### M4 wires, run 1

(3 px per µm) Supply wires on this layer in grey.
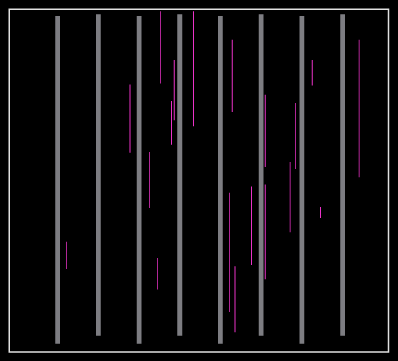
### Routing congestion map, run 1

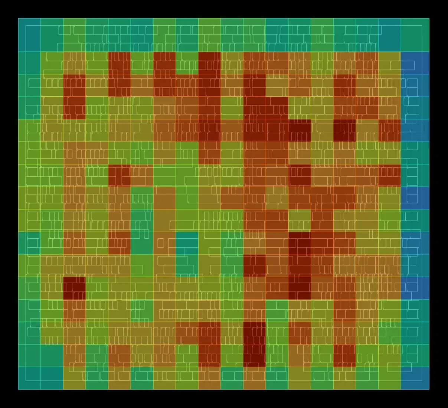
### Cell area per tile, run 1

(3 px per µm) 13 x 11 tiles, from dark blue (low) to red (high), 0 to 100% covered.
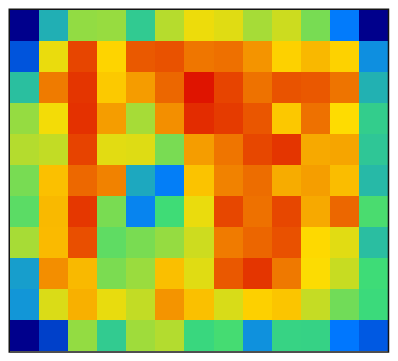
[config.mk]
export PLATFORM = sky130hd
export DESIGN_NAME = pipe_buf_stage
export DESIGN_NICKNAME = d
export VERILOG_FILES = /design/src/rtl/pipe_buf_pkg.sv /design/src/rtl/pipe_buf_stage_sat_counter.sv /design/src/rtl/pipe_buf_stage.sv
export SDC_FILE = /design/constraint.sdc
export NUM_CORES = 1
export LEC_CHECK = 0
export ABC_AREA = 1
export CAP_MARGIN = 20
export CORE_ASPECT_RATIO = 0.9
export CORE_MARGIN = 2
export CORE_UTILIZATION = 51
export DETAILED_ROUTE_END_ITERATION = 10
export PLACE_DENSITY = 0.81
export RECOVER_POWER = 100
export SETUP_SLACK_MARGIN = 0.15
export SYNTH_ARGS = -nofsm -noshare
export SYNTH_HDL_FRONTEND = slang
export SYNTH_HIERARCHICAL = 1
export SYNTH_SLANG_ARGS = --single-unit
[constraint.sdc]
create_clock -name clk -period 1.9 [get_ports clk]
set_input_delay 0.475 -clock clk [delete_from_list [all_inputs] [get_ports clk]]
set_output_delay 0.475 -clock clk [all_outputs]
set_load 0.01 [all_outputs]
[src/rtl/pipe_buf_pkg.sv]
// Shared types for the elastic pipeline buffer stage: buffer state encoding,
// the payload structs carried across each RISC-V pipeline boundary, and the
// payload widths each pipe_buf_stage instance should use for WIDTH.
package pipe_buf_pkg;

    // Buffer fill state; the encoding doubles as the occupancy count.
    typedef enum logic [1:0] {
        EMPTY = 2'd0,
        ONE   = 2'd1,
        FULL  = 2'd2
    } pbuf_state_e;

    // Fetch -> decode boundary.
    typedef struct packed {
        logic [31:0] pc;
        logic [31:0] instr;
    } if_id_t;

    // Decode -> execute boundary.
    typedef struct packed {
        logic [31:0] pc;
        logic [31:0] rs1_val;
        logic [31:0] rs2_val;
        logic [31:0] imm;
        logic [4:0]  rd;
        logic [3:0]  alu_op;
        logic        alu_src_imm;
        logic        mem_read;
        logic        mem_write;
        logic        reg_write;
        logic        is_branch;
    } id_ex_t;

    // Execute -> memory boundary.
    typedef struct packed {
        logic [31:0] alu_result;
        logic [31:0] store_data;
        logic [4:0]  rd;
        logic [2:0]  mem_size;
        logic        mem_read;
        logic        mem_write;
        logic        reg_write;
    } ex_mem_t;

    // Memory -> writeback boundary.
    typedef struct packed {
        logic [31:0] wb_data;
        logic [4:0]  rd;
        logic        reg_write;
    } mem_wb_t;

    // Payload widths so each instance sets WIDTH straight from its struct.
    localparam int IF_ID_W  = $bits(if_id_t);
    localparam int ID_EX_W  = $bits(id_ex_t);
    localparam int EX_MEM_W = $bits(ex_mem_t);
    localparam int MEM_WB_W = $bits(mem_wb_t);

    // Number of entries held for a given buffer state.
    function automatic logic [1:0] pbuf_occupancy(input pbuf_state_e st);
        logic [1:0] occ;
        case (st)
            EMPTY:   occ = 2'd0;
            ONE:     occ = 2'd1;
            FULL:    occ = 2'd2;
            default: occ = 2'd0;
        endcase
        return occ;
    endfunction

endpackage

[src/rtl/pipe_buf_stage_sat_counter.sv]
// Saturating up-counter: counts cycles where inc is high and sticks at the
// all-ones value instead of wrapping. Cleared only by the synchronous reset.
module sat_counter #(
    parameter int W = 16
) (
    input  logic         clk,
    input  logic         reset_n,
    input  logic         inc,
    output logic [W-1:0] count
);

    localparam logic [W-1:0] MAX_VAL = {W{1'b1}};

    logic [W-1:0] r_count;
    logic         w_bump;

    // Only step when requested and not already pinned at the ceiling.
    always_comb begin
        w_bump = 1'b0;
        if (inc && (r_count != MAX_VAL)) begin
            w_bump = 1'b1;
        end else begin
            w_bump = 1'b0;
        end
    end

    // Count register with synchronous active-low clear.
    always_ff @(posedge clk) begin
        if (!reset_n) begin
            r_count <= {W{1'b0}};
        end else if (w_bump) begin
            r_count <= r_count + {{(W-1){1'b0}}, 1'b1};
        end else begin
            r_count <= r_count;
        end
    end

    assign count = r_count;

endmodule

[src/rtl/pipe_buf_stage.sv]
// Elastic pipeline buffer stage: a two-entry skid buffer between two
// valid/ready interfaces. in_ready and out_data come straight from registers,
// so neither direction has a combinational path through the stage. flush
// squashes everything held; a stall counter records downstream backpressure.
module pipe_buf_stage
    import pipe_buf_pkg::*;
#(
    parameter int WIDTH = 64,
    parameter int CNT_W = 16
) (
    input  logic             clk,
    input  logic             reset_n,
    input  logic             flush,
    input  logic             in_valid,
    output logic             in_ready,
    input  logic [WIDTH-1:0] in_data,
    output logic             out_valid,
    input  logic             out_ready,
    output logic [WIDTH-1:0] out_data,
    output logic [1:0]       occupancy,
    output logic [CNT_W-1:0] stall_cnt
);

    pbuf_state_e      r_state;
    pbuf_state_e      w_state_nxt;
    logic [WIDTH-1:0] r_main;
    logic [WIDTH-1:0] r_skid;

    logic w_in_fire;
    logic w_out_fire;
    logic w_load_main;
    logic w_main_from_skid;
    logic w_load_skid;
    logic w_stall;

    // Interface outputs are pure decodes of the state/data registers.
    assign out_valid = (r_state != EMPTY);
    assign in_ready  = (r_state != FULL);
    assign out_data  = r_main;
    assign occupancy = pbuf_occupancy(r_state);

    assign w_in_fire  = in_valid && in_ready;
    assign w_out_fire = out_valid && out_ready;
    assign w_stall    = out_valid && !out_ready;

    // Next-state and data-load decode; flush overrides any handshake and
    // leaves the data registers alone.
    always_comb begin
        w_state_nxt      = r_state;
        w_load_main      = 1'b0;
        w_main_from_skid = 1'b0;
        w_load_skid      = 1'b0;
        if (flush) begin
            w_state_nxt = EMPTY;
        end else begin
            case (r_state)
                EMPTY: begin
                    if (w_in_fire) begin
                        w_state_nxt = ONE;
                        w_load_main = 1'b1;
                    end else begin
                        w_state_nxt = EMPTY;
                    end
                end
                ONE: begin
                    if (w_in_fire && w_out_fire) begin
                        w_state_nxt = ONE;
                        w_load_main = 1'b1;
                    end else if (w_in_fire) begin
                        w_state_nxt = FULL;
                        w_load_skid = 1'b1;
                    end else if (w_out_fire) begin
                        w_state_nxt = EMPTY;
                    end else begin
                        w_state_nxt = ONE;
                    end
                end
                FULL: begin
                    // in_ready is low here, so only the drain side can move.
                    if (w_out_fire) begin
                        w_state_nxt      = ONE;
                        w_load_main      = 1'b1;
                        w_main_from_skid = 1'b1;
                    end else begin
                        w_state_nxt = FULL;
                    end
                end
                default: begin
                    w_state_nxt = EMPTY;
                end
            endcase
        end
    end

    // State and payload registers; reset wins over flush and handshakes.
    always_ff @(posedge clk) begin
        if (!reset_n) begin
            r_state <= EMPTY;
            r_main  <= {WIDTH{1'b0}};
            r_skid  <= {WIDTH{1'b0}};
        end else begin
            r_state <= w_state_nxt;
            if (w_load_main) begin
                r_main <= w_main_from_skid ? r_skid : in_data;
            end else begin
                r_main <= r_main;
            end
            if (w_load_skid) begin
                r_skid <= in_data;
            end else begin
                r_skid <= r_skid;
            end
        end
    end

    sat_counter #(
        .W (CNT_W)
    ) u_stall_cnt (
        .clk     (clk),
        .reset_n (reset_n),
        .inc     (w_stall),
        .count   (stall_cnt)
    );

endmodule

==> ci_impl_report.md, run 1 <==
### Yosys + OpenROAD results

| Metric | Value |
|---|---|
| Status | complete, no violations |
| Non-clk bufs | 205 |
| Slew HR | 0.663 |
| Layout overhead on the synthesized area | 46.1% |
| FF/Latch Area | 2930 µm² |
| Flop count | 146 |
| Initial antenna violation count | 0 |
| Synth warn | 6 |
| Total grt overflow | 0 |
| Part of the cycle the worst path needs | 0.975 |
| Pleak | 5.01 nW |
| Gr usage total | 0.232 |
| Most numerous logic cells after layout | 321 x nand2_1, 247 x nor2_1, 143 x dfxtp_1 |
| Crit-path slowest cell | dfxtp_4 |
| Total negative setup slack | 0 ns |
| Die height | 114 µm |
| Compound Share, Synth | 0.0532 |
| Clk root buf | clkbuf_16 |
| Tool Warnings | 29 |
| CTS Buffer Depth | 2 |
| Final instance area | 9970 µm² |
| IO buf count | 152 |
| HPWL Detailed | 10400 µm |
| Final non-clock buffer share | 0.226 |
| Detailed Routing Iterations Pass 1 | 8 |
| Detailed Route Iter0 Violations | 518 |
| Met2 WL | 10100 µm |
| CTS Buf Count | 17 |
| YS chip area | 6830 µm² |
| Max Clock Freq | 540 MHz |
| Final Net Count | 1309 |
| # Cells Yosys | 1068 |
| Xor/xnor share | 0 |
| Final Non-Filler Cells | 1418 |
| Setup Skew | 0.00909 ns |
| Reg clk slew, reported paths | 0.06 ns |
| Adder share | 0.00550 |
| Post-synth regs | 146 |
| #MultiIn Comb | 784 |
| Worst path required time | 2.21 ns |
| Clk tree area frac | 0.0588 |
| Cells after synthesis | 1068 |
| Critical Path Fanout Max | 7 |
| Avg Cell Area, Syn | 6.39 µm² |
| Placer Congestion | 0.798 |
| Vias in the first global route | 5778 |
| Setup CP Type | flop to flop |
| GR Layer Usage met2 | 0.377 |
| Hold Crit Class | primary input to flop |
| DR WL met3 | 1140 µm |
| Crit-path cells | inv_4 > nor2_4 > buf_6 > nor2_4 > ha_4 > nand3_2 > nand3_2 > nand2_4 > buf_8 > clkbuf_4 > nand2_2 > nand2_1 > nor2_1 |
| Flop share of the area | 0.294 |
| Period minus WS final | 1.85 ns |
| Final setup viols | 0 |
| Setup slack at placement | -0.288 ns |
| Max stage delay on crit path | 0.38 ns |
| MUX share of area | 0 |
| Measured slew at the worst slew-check pin | 0.505 ns |
| Peak VDD IR | 0.895 mV |
| # diodes | 0 |
| Non-clk invs | 83 |
| FILL cells | 1001 |
| # H-tree levels | 4 |
| Total Die Area | 14300 µm² |
| Resize count post-CTS | 111 |
| Most numerous logic cell after layout | nand2_1 |
| Post-synthesis simple-gate area fraction | 0.415 |
| Top delay family on crit path | simple AND/OR/NAND/NOR gates |
| Crit path capture type | flop |
| Cells after DPL | 1361 |
| Synth unique cells | 27 |
| First-pass GRT wire length | 27200 µm |
| Late-Pin Clk Latency | 0.42 ns |
| Post-synth seq share | 0.428 |
| Logic cell area | 3650 µm² |
| Post-DRT Antenna Nets | 0 |
| Critical R2R Launch | r_state[1] |
| CTS sink cnt | 146 |
| Synth logic family | simple AND/OR/NAND/NOR gates |
| CTS tree | yes |
| WL met1 | 8800 µm |
| Pin count of the biggest net entering global routing | 53 |
| Post-DR wirelength/cell | 14.4 µm |
| I/O pin count | 153 |
| Hold Startpoint | reset_n |
| Area post-placement | 8550 µm² |
| Setup slack after layout | 0.0481 ns |
| Worst Setup SP | r_state[1] |
-- 'M4 wires' (at the start) --
share of all routed wire	2.1%
longest straight run	45.6 µm
nets with wire on the layer	15
wire length on this layer	424 µm
main direction	vertical

-- 'Routing congestion map' (at the start) --
met3 GRT Util: 0.0525
global routing's busiest layer: met2
Final Core Density: 0.755
GR Layer Usage met1: 0.305

-- 'Cell area per tile' (at the start) --
nearly empty tiles	2.1%
mean over tiles	68%
tiles over 75% full	48%
fullest tile	98%
densest ninth of the die	top middle
floorplan core density: 0.517
CORE AREA: 13200 µm²

## run 1: where the power goes
group / switching [W] / internal [W]
Sequential: 0.0000783 / 0.00320
Clock: 0.00127 / 0.00209
Combinational: 0.000569 / 0.000527
## run 1: path summary, 6_finish.rpt
path	to	slack (ns)	cells past startpoint
worst max-delay path	out_data[5]	0.05	13
worst min-delay path	u_stall_cnt/count[13]	0.36	3
worst max register to register	out_data[5]	0.05	13
worst min register to register	r_skid[35]	0.49	2
## run 1: synthesized netlist by cell type
| cell | count | area share |
|---|---|---|
| a21boi_0 | 1 | 0.0011 |
| a21oi_1 | 7 | 0.0051 |
| buf_12 | 1 | 0.0029 |
| buf_2 | 12 | 0.0088 |
| buf_4 | 12 | 0.013 |
| buf_6 | 9 | 0.015 |
| clkbuf_1 | 20 | 0.011 |
| clkbuf_8 | 1 | 0.0020 |
| dfxtp_1 | 146 | 0.43 |
| ha_1 | 3 | 0.0055 |
| inv_1 | 80 | 0.044 |
| inv_2 | 3 | 0.0016 |
| nand2_1 | 370 | 0.20 |
| nand2_2 | 2 | 0.0018 |
| nand2_4 | 2 | 0.0033 |
| nand3_1 | 14 | 0.010 |
| nand3_2 | 2 | 0.0029 |
| nand4_1 | 2 | 0.0018 |
| nand4_2 | 1 | 0.0018 |
| nor2_1 | 297 | 0.16 |
| nor2_2 | 7 | 0.0064 |
| nor2_4 | 9 | 0.015 |
| nor2_8 | 1 | 0.0029 |
| nor3_1 | 1 | 0.00073 |
| o21ai_0 | 51 | 0.037 |
| o21ai_1 | 13 | 0.0095 |
| or2_2 | 1 | 0.00092 |
## run 1: sequential cells by signal (all words and copies together) (netlist names)
name	flops
out_data	64
r_skid	64
u_stall_cnt/count	16
r_state	2
==> run 2: changes to the inputs <==
--- a/config.mk
+++ b/config.mk
@@ -10,6 +10,7 @@
 export CORE_ASPECT_RATIO = 0.9
 export CORE_MARGIN = 2
 export CORE_UTILIZATION = 51
+export CTS_CLUSTER_SIZE = 24
 export DETAILED_ROUTE_END_ITERATION = 10
 export PLACE_DENSITY = 0.81
 export RECOVER_POWER = 100
### Nets reached from selected ports, run 2

(2 px per µm)
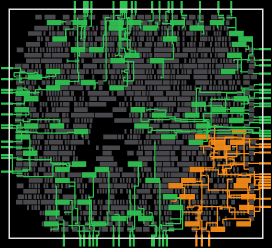
port	colour	direction	edge	end cells	buffers	wire
out_data	green	output	20 top, 16 right, 15 bottom, 13 left	64	64	1910 µm
stall_cnt	orange	output	13 right, 3 bottom	16	16	676 µm
IO buf count: 152
I/O pin count: 153

==> run 2 against run 1 <==
  * Sequential share of layout area unchanged
  * Sequential cell count stayed put
  * Count of clock-buffer cells in the layout is the same
  * Synthesized cell count stayed put
  * Core utilization unchanged
  * Sequential power about the same
  * First-iteration DRC count did not move
  * Via count unchanged
  * Clock skew unchanged
  * Highest routed layer unchanged
==> ci_impl_report.md, run 2 <==
### Yosys + OpenROAD results

| Metric | Value |
|---|---|
| Status | complete, no violations |
| Post-synth regs | 146 |
| # H-tree levels | 4 |
| Vias in the first global route | 5778 |
| Reg clk slew, reported paths | 0.06 ns |
| Layout overhead on the synthesized area | 46.1% |
| Pleak | 5.01 nW |
| Placer Congestion | 0.798 |
| CTS sink cnt | 146 |
| Tool Warnings | 29 |
| Measured slew at the worst slew-check pin | 0.505 ns |
| CTS Buf Count | 17 |
| Final setup viols | 0 |
| First-pass GRT wire length | 27200 µm |
| Async SR Flop Fraction | 0 |
| Part of the cycle the worst path needs | 0.975 |
| Final Core Density | 0.755 |
| Post-synth seq share | 0.428 |
| Initial antenna violation count | 0 |
| Detailed Routing Iterations Pass 1 | 8 |
| Setup slack after layout | 0.0481 ns |
| Pin count of the biggest net entering global routing | 53 |
| Synth logic family | simple AND/OR/NAND/NOR gates |
| Die height | 114 µm |
| Post-DR wirelength/cell | 14.4 µm |
| Setup Skew | 0.00909 ns |
| Most numerous logic cell after layout | nand2_1 |
| Register-to-Register Path Depth | 13 |
| Worst path required time | 2.21 ns |
| Share of the synthesized area in the top cell type | 0.428 |
| Final Net Count | 1309 |
| Peak VDD IR | 0.895 mV |
| Most common cell in the synthesized netlist | nand2_1 |
| Gr usage total | 0.232 |
| CTS tree | yes |
| Final instance area | 9970 µm² |
| Xor/xnor share | 0 |
| # Cells Yosys | 1068 |
| Area post-placement | 8550 µm² |
| Synth top cells by count | 370 x nand2_1, 297 x nor2_1, 146 x dfxtp_1 |
| YS chip area | 6830 µm² |
| Setup CP Type | flop to flop |
| Post-synthesis simple-gate area fraction | 0.415 |
| Adder share | 0.00550 |
### M4 wires, run 2

(3 px per µm) Supply wires on this layer in grey.
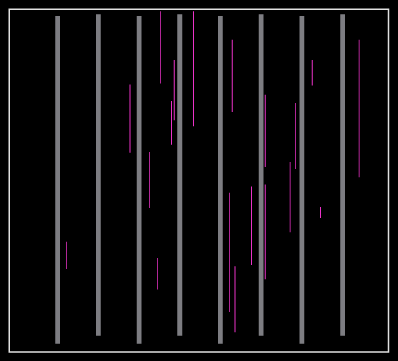
main direction	vertical
share of all routed wire	2.1%
wire length on this layer	424 µm
longest straight run	45.6 µm
nets with wire on the layer	15

[run 2: layout make-up]
cell class                 count  area (µm²)
tap                          168         210
fill                        1001        3240
timing repair buffer         205        2260
clock inverter                11         136
inverter                      83         330
multi-input combinational    784        3650
clock buffer                  21         450
sequential                   146        2930
[run 2: where the power goes]
group,internal (W),switching [W]
logic,0.000527,0.000569
registers,0.00320,0.0000783
clock network,0.00209,0.00127
total,0.00581,0.00192
[run 2: path summary, 6_finish.rpt]
kind | start | end
setup reg to reg | r_state[1] | out_data[5]
setup / recovery | r_state[1] | out_data[5]
hold reg to reg | r_skid[35] | r_skid[35]
hold / removal | reset_n | u_stall_cnt/count[13]
[run 2: worst max-delay path: stages (launching register included)]
cell      delay [ns]
dfxtp_4         0.38
inv_4           0.05
nor2_4          0.13
buf_6           0.14
nor2_4          0.04
ha_4            0.15
nand3_2         0.07
nand3_2         0.09
nand2_4         0.14
buf_8           0.15
clkbuf_4        0.21
nand2_2         0.07
nand2_1         0.07
nor2_1          0.06
[run 2: timing repair]
item | CTS | global route
setup endpoints to repair | 153 | 132
hold buffers | 0 | 0
gates resized | 111 | 206
gates cloned | 2 | 15
pin swaps | 2 | 20
setup buffers | 6 | 2
endpoints found under the hold margin | 0 | 0
[run 2: per-stage QoR]
step / std cells / setup TNS (ns)
finish: 1418 / 0
global route: 1418 / -0.0162
CTS: 1401 / 0
detailed placement: 1361 / -32.78
global placement: 1361 / -30.27
floorplan: 1068 / 0
[run 2: routing by layer]
| layer | up-vias | GRT usage | share of wire |
|---|---|---|---|
| met5 | - | 0 | 0 |
| met4 | 0 | 0.0842 | 0.021 |
| met3 | 41 | 0.0525 | 0.056 |
| met2 | 244 | 0.377 | 0.49 |
| met1 | 3284 | 0.305 | 0.43 |
| li1 | 3559 | - | - |
Power is estimated from default activity; no workload was simulated.
